**config.mk**
```make
export PLATFORM = sky130hd
export DESIGN_NAME = i2c_bit_engine
export DESIGN_NICKNAME = d
export VERILOG_FILES = /design/src/rtl/i2c_bit_engine.sv
export SDC_FILE = /design/constraint.sdc
export NUM_CORES = 1
export LEC_CHECK = 0
export CORE_UTILIZATION = 51
export CTS_BUF_LIST = sky130_fd_sc_hd__clkbuf_4 sky130_fd_sc_hd__clkbuf_8
export CTS_CLUSTER_DIAMETER = 100
export CTS_CLUSTER_SIZE = 16
export DETAILED_ROUTE_END_ITERATION = 8
export MAX_ROUTING_LAYER = met4
export PLACE_DENSITY = 0.77
export SLEW_MARGIN = 10
export SYNTH_ARGS = -nofsm -noshare
export SYNTH_HDL_FRONTEND = slang
export SYNTH_SLANG_ARGS = --single-unit
```
**constraint.sdc**
```tcl
create_clock -name clk -period 1.8 [get_ports clk]
set_input_delay 0.45 -clock clk [delete_from_list [all_inputs] [get_ports clk]]
set_output_delay 0.45 -clock clk [all_outputs]
set_load 0.05 [all_outputs]
```
**src/rtl/i2c_bit_engine.sv**
```systemverilog
// i2c_bit_engine: byte-level I2C bus engine executing START/STOP/WRITE/READ on
// quarter-bit ticks, driving open-drain enables and honouring clock stretching.
module i2c_bit_engine #(
    parameter int STRETCH_MAX = 1024
) (
    input  logic       clk,
    input  logic       rst_n,
    input  logic       tick,
    input  logic       cmd_valid,
    output logic       cmd_ready,
    input  logic [2:0] cmd_op,
    input  logic [7:0] cmd_data,
    input  logic       cmd_ack,
    output logic       rsp_valid,
    output logic [7:0] rsp_data,
    output logic       rsp_ack,
    output logic       rsp_err,
    output logic       busy,
    input  logic       scl_i,
    input  logic       sda_i,
    output logic       scl_oe,
    output logic       sda_oe
);
    localparam int CW = $clog2(STRETCH_MAX + 1);
    typedef enum logic [2:0] {IDLE, START, STOP, WRITE, READ, DONE} state_t;
    state_t        state;
    logic [1:0]    q, nq;
    logic [3:0]    bit_idx, nb;
    logic [7:0]    shreg, sh_n;
    logic          ack, dat_sda, nscl, nsda, last, waiting;
    logic [CW-1:0] wait_cnt;
    assign cmd_ready = (state == IDLE);
    assign busy      = ~cmd_ready;
    // One shift register serves both directions: tx bits leave at [7], rx bits enter at [0]
    always_comb begin
        sh_n    = (q == 2'd3 && bit_idx < 4'd8) ? {shreg[6:0], sda_i} : shreg;
        nq      = q + 2'd1;
        nb      = (q == 2'd3) ? bit_idx + 4'd1 : bit_idx;
        dat_sda = (nb == 4'd8) ? (state == READ && !ack) : (state == WRITE && !sh_n[7]);
        nscl    = (state == START) ? (nq == 2'd3) : (state == STOP) ? 1'b0 : (nq < 2'd2);
        nsda    = (state == START) ? (nq >= 2'd2) : (state == STOP) ? (nq != 2'd3) : dat_sda;
        last    = (q == 2'd3) && (state == START || state == STOP || bit_idx == 4'd8);
        waiting = tick && !scl_oe && !scl_i;
    end
    always_ff @(posedge clk or negedge rst_n) begin
        if (!rst_n) begin
            state     <= IDLE;
            q         <= 2'd0;
            bit_idx   <= 4'd0;
            shreg     <= 8'd0;
            ack       <= 1'b0;
            wait_cnt  <= '0;
            scl_oe    <= 1'b0;
            sda_oe    <= 1'b0;
            rsp_valid <= 1'b0;
            rsp_data  <= 8'd0;
            rsp_ack   <= 1'b0;
            rsp_err   <= 1'b0;
        end else begin
            rsp_valid <= 1'b0;
            case (state)
                IDLE: if (cmd_valid) begin
                    ack      <= cmd_ack;
                    shreg    <= cmd_data;
                    q        <= 2'd0;
                    bit_idx  <= 4'd0;
                    wait_cnt <= '0;
                    case (cmd_op)
                        3'd0: begin state <= START; sda_oe <= 1'b0; end
                        3'd1: begin state <= STOP; scl_oe <= 1'b1; sda_oe <= 1'b1; end
                        3'd2: begin state <= WRITE; scl_oe <= 1'b1; sda_oe <= ~cmd_data[7]; end
                        3'd3: begin state <= READ; scl_oe <= 1'b1; sda_oe <= 1'b0; end
                        default: begin state <= DONE; rsp_valid <= 1'b1; rsp_err <= 1'b1; end
                    endcase
                end
                DONE: state <= IDLE;
                default: if (waiting) begin
                    if (wait_cnt == CW'(STRETCH_MAX - 1)) begin
                        state     <= DONE;
                        wait_cnt  <= '0;
                        scl_oe    <= 1'b0;
                        sda_oe    <= 1'b0;
                        rsp_valid <= 1'b1;
                        rsp_err   <= 1'b1;
                    end else
                        wait_cnt <= wait_cnt + 1'b1;
                end else if (tick) begin
                    wait_cnt <= '0;
                    shreg    <= sh_n;
                    if (last) begin
                        state     <= DONE;
                        rsp_valid <= 1'b1;
                        rsp_err   <= 1'b0;
                        rsp_ack   <= (state == WRITE) ? sda_i : rsp_ack;
                        rsp_data  <= (state == READ) ? shreg : rsp_data;
                        scl_oe    <= (state == WRITE || state == READ) ? 1'b1 : scl_oe;
                    end else begin
                        q       <= nq;
                        bit_idx <= nb;
                        scl_oe  <= nscl;
                        sda_oe  <= nsda;
                    end
                end
            endcase
        end
    end
endmodule

```
### Register map, names as in the netlist

Scale bar: 20 microns. Other sequential cells in the stronger gray, the rest of the logic in the fainter gray.
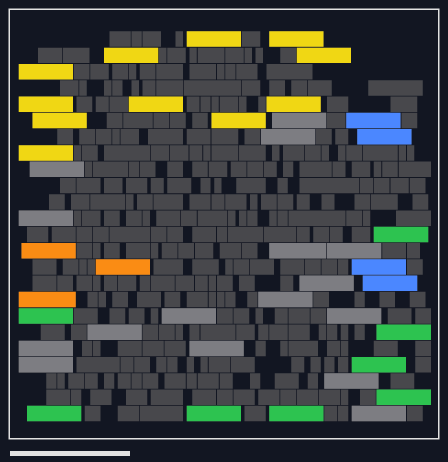
bit_idx: shown in blue, sequential cells 4, where east. rsp_data: shown in green, sequential cells 8. wait_cnt: shown in yellow, sequential cells 11. state: shown in orange, sequential cells 3.
Layout Utilization: 0.809
Flop area: 1050 sq um
seq pwr: 1350 uW

### Port wiring

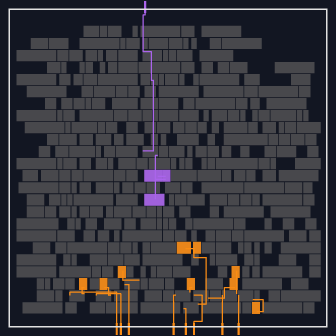
cmd_data: shown in orange, direction input, end cells 9, buffers 8, wire 128 microns. scl_i: shown in purple, direction input, end cells 3, buffers 1, wire 50.8 microns.
ports placed on the boundary: 33
count of port buffers added during placement: 32

==> flow_summary.html <==
<!-- implementation run metrics -->
<table>
<tr><th>Metric</th><th>Value</th></tr>
<tr><th colspan="2">Clocking</th></tr>
<tr><td>H-tree depth</td><td>2</td></tr>
<tr><th colspan="2">Final layout</th></tr>
<tr><td>Final instance area</td><td>3640 sq um</td></tr>
<tr><td>Proportion of layout cells with a drive suffix above 1</td><td>0.428</td></tr>
<tr><td>Final standard cell count with taps included and fillers excluded</td><td>405</td></tr>
<tr><td>Commonest non-fill, non-tap cell in the layout</td><td>sky130_fd_sc_hd__buf_4</td></tr>
<tr><th colspan="2">Yosys</th></tr>
<tr><td>Synthesized-area fraction occupied by and/or/nand/nor cells</td><td>0.198</td></tr>
<tr><td>Mapped Nets</td><td>276</td></tr>
<tr><td>Fraction of synthesized cell area taken by the top area cell type</td><td>0.427</td></tr>
<tr><td>Synth warn</td><td>0</td></tr>
<tr><td>Synth area leader</td><td>sky130_fd_sc_hd__dfrtp_1</td></tr>
<tr><td>Netlist area before placement</td><td>2460 sq um</td></tr>
<tr><td>Post-synthesis chip area from yosys</td><td>2460 sq um</td></tr>
<tr><th colspan="2">Drt</th></tr>
<tr><td>Total iterations of the first detailed-routing run</td><td>4</td></tr>
<tr><td>Total number of vias</td><td>2348</td></tr>
<tr><td>Number of vias per cell</td><td>5.80</td></tr>
<tr><th colspan="2">Die</th></tr>
<tr><td>Die width</td><td>71.5 microns</td></tr>
<tr><td>Core utilization at floorplan</td><td>0.547</td></tr>
<tr><th colspan="2">STA</th></tr>
<tr><td>Finish-stage setup viols</td><td>13</td></tr>
<tr><td>Ratio of final minimum period to clock period</td><td>1.06</td></tr>
<tr><td>Worst setup slack after layout</td><td>-107 ps</td></tr>
<tr><th colspan="2">Global routing</th></tr>
<tr><td>Global-route wire length before repair</td><td>10900 microns</td></tr>
<tr><td>Initial antenna violation count</td><td>0</td></tr>
<tr><td>Number of global-route vias before repair</td><td>2315</td></tr>
<tr><th colspan="2">Run status</th></tr>
<tr><td>Violated checks</td><td>setup timing</td></tr>
<tr><td>Outcome</td><td>finished, violations left</td></tr>
<tr><th colspan="2">Power and ir drop</th></tr>
<tr><td>Leakage</td><td>0.00168 uW</td></tr>
<tr><th colspan="2">Setup path</th></tr>
<tr><td>Worst Setup EP</td><td>scl_oe</td></tr>
<tr><td>Length in cells of the worst reg-to-reg path</td><td>6</td></tr>
<tr><td>R2R Path Start</td><td>state[0]</td></tr>
<tr><th colspan="2">Placement</th></tr>
<tr><td>Placer's final routability congestion estimate</td><td>0.880</td></tr>
</table>
[where the power goes]
part           total [uW]  leakage, uW  switching (uW)  internal [uW]
combinational        3330      0.00108            1740           1590
sequential           1350     0.000557             168           1190
clock                 619    0.0000441             347            273
total                5300      0.00168            2250           3050
[state kept, by name, indices dropped and copies added, names as in the netlist, 2 cells and up]
| register | count |
|---|---|
| wait_cnt | 11 |
| rsp_data | 8 |
| shreg | 8 |
| bit_idx | 4 |
| state | 3 |
| q | 2 |
[cell families after synthesis]
group | count (synthesis)
DFF | 42
xor gates and xnor gates | 10
adders and majority gates | 5
muxes | 17
AOI/OAI and AO/OA | 70
buffers and inverters | 23
and+or+nand+nor | 86
[worst min-delay path by stage]
| stage | from | to | slack (ps) | cells past startpoint |
|---|---|---|---|---|
| 2_1_floorplan | rst_n | ack | 150 | 0 |
| 4_1_cts | rst_n | shreg[3] | 50 | 1 |
| 6_report | rst_n | shreg[3] | 50 | 1 |
| 3_3_place_gp | rst_n | rsp_data[0] | 380 | 1 |
| 3_5_place_dp | rst_n | rsp_data[0] | 380 | 1 |
| 5_1_grt | rst_n | rsp_data[0] | 60 | 1 |
[critical path, delay by kind of cell, from the launching register on]
family | cells | cell delay [ps]
simple gates | 2 | 630
flops | 1 | 380
mux | 1 | 290
compound gates | 1 | 180
xor+xnor | 1 | 170
buf+inv | 1 | 150
[cells in the mapped netlist, types with 2 or more instances]
library cell / count
sky130_fd_sc_hd__o41ai_1: 4
sky130_fd_sc_hd__ha_1: 5
sky130_fd_sc_hd__nand2_1: 21
sky130_fd_sc_hd__a22o_1: 2
sky130_fd_sc_hd__clkbuf_1: 3
sky130_fd_sc_hd__a21o_1: 2
sky130_fd_sc_hd__buf_2: 7
sky130_fd_sc_hd__and3_1: 10
sky130_fd_sc_hd__nor3b_1: 3
sky130_fd_sc_hd__and2_1: 2
sky130_fd_sc_hd__dfrtp_1: 42
sky130_fd_sc_hd__mux2i_1: 3
sky130_fd_sc_hd__nand4_1: 3
sky130_fd_sc_hd__nor2b_1: 3
sky130_fd_sc_hd__o21ai_0: 19
sky130_fd_sc_hd__a31oi_1: 5
sky130_fd_sc_hd__o21ai_2: 2
sky130_fd_sc_hd__o2bb2ai_1: 2
sky130_fd_sc_hd__nand3_1: 5
sky130_fd_sc_hd__xnor2_1: 8
sky130_fd_sc_hd__nor2_1: 23
sky130_fd_sc_hd__xor2_1: 2
sky130_fd_sc_hd__a211oi_1: 7
sky130_fd_sc_hd__a21oi_1: 13
sky130_fd_sc_hd__mux2_2: 13
sky130_fd_sc_hd__inv_1: 12
sky130_fd_sc_hd__o32ai_1: 2
[timing repair]
item / in CTS / in global routing
setup endpoints to repair: 30 / 33
gates resized: 15 / 42
setup buffers: 7 / 3
pin swaps: 2 / 8
hold buffers: 0 / 0
[cell type report]
cell class	instances	area, sq um
clock inverter	3	21.3
inverter	12	45.0
sequential	42	1050
tap	52	65.1
fill	274	862
clock buffer	5	68.8
multi-input combinational	188	1510
timing repair buffer	103	880
[layer usage]
metal,routed length (microns),vias up,GRT usage
li1,-,1124,-
met1,3180,1151,0.389
met2,3410,60,0.440
met3,323,13,0.0492
met4,123,0,0.0959
met5,0,-,-
Power figures rest on the tool's default switching activity, not on a simulated workload.
